--- src/rtl/tt_um_accelshark_psg_pkg.sv ---
// Shared definitions for the accelshark PSG audio blocks.
//   PSG_SAMPLE_WIDTH : default sample width shared by receiver and transmitter
//   i2s_state_t      : I2S framing states (SYNC, LEFT, RIGHT)
`timescale 1ns/1ps
package tt_um_accelshark_psg_pkg;

  localparam int unsigned PSG_SAMPLE_WIDTH = 8;

  typedef enum logic [1:0] {
    ST_SYNC  = 2'd0,
    ST_LEFT  = 2'd1,
    ST_RIGHT = 2'd2
  } i2s_state_t;

endpackage

--- src/rtl/tt_um_accelshark_psg_sync.sv ---
// N-stage synchronizer for one asynchronous input, with registered
// rising-edge detect on the synchronized level.
//   clk   : system clock
//   rst_n : synchronous active-low reset (all flops to 0)
//   d     : asynchronous input
//   q     : synchronized level
//   rise  : one-cycle pulse, registered, after a 0->1 of q
`timescale 1ns/1ps
module tt_um_accelshark_psg_sync #(
  parameter int unsigned STAGES = 2
) (
  input  logic clk,
  input  logic rst_n,
  input  logic d,
  output logic q,
  output logic rise
);

  logic [STAGES-1:0] chain;
  logic              q_d;

  always_ff @(posedge clk) begin
    if (!rst_n) begin
      chain <= '0;
      q_d   <= 1'b0;
      rise  <= 1'b0;
    end else begin
      chain <= {chain[STAGES-2:0], d};
      q_d   <= chain[STAGES-1];
      rise  <= chain[STAGES-1] & ~q_d;
    end
  end

  assign q = chain[STAGES-1];

endmodule

--- src/rtl/tt_um_accelshark_psg_i2s_rx.sv ---
// I2S receiver: captures WIDTH-bit left/right words (MSB first, one-bit
// delay after word select changes) and presents them as stereo pairs.
//   clk, rst_n     : system clock, synchronous active-low reset
//   ena            : design enable; low freezes all state
//   sclk/lrck/sdata: asynchronous I2S bit clock, word select, data
//   sample_l/_r    : last completed left/right words
//   valid          : one-cycle pulse when a new stereo pair is presented
//   short_err      : one-cycle pulse when a committed word had < WIDTH bits
//   locked         : high after the first channel boundary since reset
`timescale 1ns/1ps
module tt_um_accelshark_psg_i2s_rx
  import tt_um_accelshark_psg_pkg::*;
#(
  parameter int unsigned WIDTH       = PSG_SAMPLE_WIDTH,
  parameter int unsigned SYNC_STAGES = 2
) (
  input  logic             clk,
  input  logic             rst_n,
  input  logic             ena,
  input  logic             sclk,
  input  logic             lrck,
  input  logic             sdata,
  output logic [WIDTH-1:0] sample_l,
  output logic [WIDTH-1:0] sample_r,
  output logic             valid,
  output logic             short_err,
  output logic             locked
);

  localparam int unsigned CNT_W = $clog2(WIDTH + 1);

  logic sclk_s_unused, sclk_rise;
  logic lrck_s, lrck_rise_unused;
  logic sdata_s, sdata_rise_unused;

  tt_um_accelshark_psg_sync #(.STAGES(SYNC_STAGES)) u_sync_sclk (
    .clk(clk), .rst_n(rst_n), .d(sclk), .q(sclk_s_unused), .rise(sclk_rise)
  );
  tt_um_accelshark_psg_sync #(.STAGES(SYNC_STAGES)) u_sync_lrck (
    .clk(clk), .rst_n(rst_n), .d(lrck), .q(lrck_s), .rise(lrck_rise_unused)
  );
  tt_um_accelshark_psg_sync #(.STAGES(SYNC_STAGES)) u_sync_sdata (
    .clk(clk), .rst_n(rst_n), .d(sdata), .q(sdata_s), .rise(sdata_rise_unused)
  );

  i2s_state_t       state, state_next;
  logic             prev_ws, prev_vld;
  logic             have_left;
  logic [WIDTH-1:0] shift_reg, staging, word_in;
  logic [CNT_W-1:0] bit_cnt, cnt_in;
  logic             ev, boundary, short_in;

  assign ev       = ena & sclk_rise;
  // The first edge after reset has no predecessor, so it cannot be a boundary.
  assign boundary = prev_vld & (lrck_s != prev_ws);

  // Bits land directly at their left-justified position, so a short word
  // already has zeros in its low bits; bits past WIDTH are dropped.
  always_comb begin
    word_in = shift_reg;
    for (int unsigned i = 0; i < WIDTH; i++) begin
      if (bit_cnt == CNT_W'(WIDTH - 1 - i)) word_in[i] = sdata_s;
    end
    cnt_in   = (bit_cnt == CNT_W'(WIDTH)) ? bit_cnt : bit_cnt + CNT_W'(1);
    short_in = (cnt_in != CNT_W'(WIDTH));
  end

  always_comb begin
    state_next = state;
    if (ev && boundary) begin
      case (state)
        ST_SYNC:  state_next = lrck_s ? ST_RIGHT : ST_LEFT;
        ST_LEFT:  state_next = ST_RIGHT;
        ST_RIGHT: state_next = ST_LEFT;
        default:  state_next = ST_SYNC;
      endcase
    end
  end

  always_ff @(posedge clk) begin
    if (!rst_n) state <= ST_SYNC;
    else        state <= state_next;
  end

  always_ff @(posedge clk) begin
    if (!rst_n) begin
      prev_ws   <= 1'b0;
      prev_vld  <= 1'b0;
      have_left <= 1'b0;
      shift_reg <= '0;
      bit_cnt   <= '0;
      staging   <= '0;
      sample_l  <= '0;
      sample_r  <= '0;
      valid     <= 1'b0;
      short_err <= 1'b0;
      locked    <= 1'b0;
    end else begin
      valid     <= 1'b0;
      short_err <= 1'b0;
      if (ev) begin
        prev_ws  <= lrck_s;
        prev_vld <= 1'b1;
        if (state == ST_SYNC) begin
          if (boundary) begin
            locked    <= 1'b1;
            have_left <= 1'b0;
            shift_reg <= '0;
            bit_cnt   <= '0;
          end
        end else if (boundary) begin
          // The boundary bit is the last bit of the word being closed.
          short_err <= short_in;
          shift_reg <= '0;
          bit_cnt   <= '0;
          if (state == ST_LEFT) begin
            staging   <= word_in;
            have_left <= 1'b1;
          end else if (have_left) begin
            sample_r <= word_in;
            sample_l <= staging;
            valid    <= 1'b1;
          end
        end else begin
          shift_reg <= word_in;
          bit_cnt   <= cnt_in;
        end
      end
    end
  end

endmodule

--- config.mk ---
export PLATFORM = sky130hd
export DESIGN_NAME = tt_um_accelshark_psg_i2s_rx
export DESIGN_NICKNAME = d
export VERILOG_FILES = /design/src/rtl/tt_um_accelshark_psg_pkg.sv /design/src/rtl/tt_um_accelshark_psg_sync.sv /design/src/rtl/tt_um_accelshark_psg_i2s_rx.sv
export SDC_FILE = /design/constraint.sdc
export NUM_CORES = 1
export LEC_CHECK = 0
export CORE_ASPECT_RATIO = 1.4
export CORE_MARGIN = 2
export CORE_UTILIZATION = 57
export CTS_BUF_LIST = sky130_fd_sc_hd__clkbuf_4
export CTS_CLUSTER_DIAMETER = 200
export DETAILED_ROUTE_END_ITERATION = 8
export GPL_ROUTABILITY_DRIVEN = 0
export GPL_TIMING_DRIVEN = 0
export PLACE_DENSITY_LB_ADDON = 0.05
export SLEW_MARGIN = 20
export SYNTH_ARGS = -nofsm -noshare
export SYNTH_HDL_FRONTEND = slang
export SYNTH_SLANG_ARGS = --single-unit
--- constraint.sdc ---
create_clock -name clk -period 1.8 [get_ports clk]
set_input_delay 0.54 -clock clk [delete_from_list [all_inputs] [get_ports clk]]
set_output_delay 0.54 -clock clk [all_outputs]
set_load 0.02 [all_outputs]
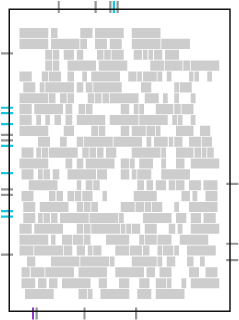
Fig. 1. I/O pins on the die edge.
Drawn at 4 px/um. Pins as bars across the die edge, other pins in grey.
Purple shows lrck, pins 1, direction input, edge bottom. Cyan shows sample_l, pins 8, direction output, edge 7 left, 1 top.
All pins by edge: 13 left, 5 top, 4 bottom, 3 right.

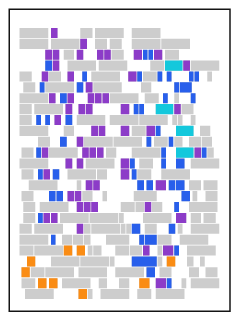
Fig. 2. Logic cells by family.
Drawn at 4 px/um.
Cyan shows adder and majority cells, cells 4. Orange shows AND and OR gates, cells 9. Blue shows NAND gates, cells 52. Purple shows inverting AOI/OAI gates, cells 57.
most frequent logic cell in the layout: dfxtp_1
fin cells: 298
logic share of the area: 39.7%

==> results.sh <==
# physical design summary
export IMPL_htree_levels=2
export IMPL_min_delay_start="u_sync_sclk.q_d$_SDFF_PN0_"
export IMPL_top_usage_layer="met2"
export IMPL_slew_viol_final=0
export IMPL_common_cells="dfxtp_1 (52), nand2_1 (33), o21ai_0 (25)"
export IMPL_yosys_cells=228
export IMPL_stdcell_area_um2=2380
export IMPL_syn_num_nets=238
export IMPL_power_leader="sequential cells"
export IMPL_pwr_share_seq_pct=66.0
export IMPL_powerClk_w=0.000546
export IMPL_mux_share_pct=4.86
export IMPL_nFillCells=286
export IMPL_met3_length_um=137
export IMPL_register_area_um2=1040
export IMPL_inv_count=4
export IMPL_rows=25
export IMPL_cts_buffers=5
export IMPL_cts_tree="done"
export IMPL_ys_sh_aoi_pct=17.3
export IMPL_power_switching_w=0.000411
export IMPL_flops=52
export IMPL_rrSetupSlack_ns=0.16
export IMPL_core_um2=3410
export IMPL_fmax_mhz=592
export IMPL_async_flop_share_pct=0
export IMPL_diodes=0
export IMPL_postCtsResizedCells=21
export IMPL_min_path_cells=1
export IMPL_syn_instance_count=228
export IMPL_gr_total_overflow=0
export IMPL_clock_area_share_pct=2.57
export IMPL_fp_util_pct=60.4
export IMPL_ys_types=36
export IMPL_postSynthSeqShare_pct=50.6
export IMPL_endpoint="staging[6]$_SDFFE_PN0P_"
export IMPL_largest_class="registers"
export IMPL_ioPinCount=25
export IMPL_synth_chip_area_um2=2060
export IMPL_chipArea_um2=4110
export IMPL_top_cell_area_share_pct=50.6
export IMPL_edf_count=0
export IMPL_clkPwrFrac_pct=31.0
export IMPL_comb_area_um2=947
export IMPL_grtUsageMet2_pct=40.2
export IMPL_path_max_fanout=10
export IMPL_startpoint="ena"
export IMPL_largest_area_cell="dfxtp_1"
export IMPL_sw_frac_of_total_pct=23.3
export IMPL_rsz0062_at_grt="no"
export IMPL_worst_pin_slew_ns=0.605
export IMPL_nNetsFinal=267
export IMPL_status="complete, no violations"
export IMPL_postRouteAntennaNets=0
export IMPL_placedInstanceArea_um2=2340
export IMPL_whs_ns=0.392
export IMPL_fin_util_pct=69.9
export IMPL_ys_flop_type="dfxtp_1"
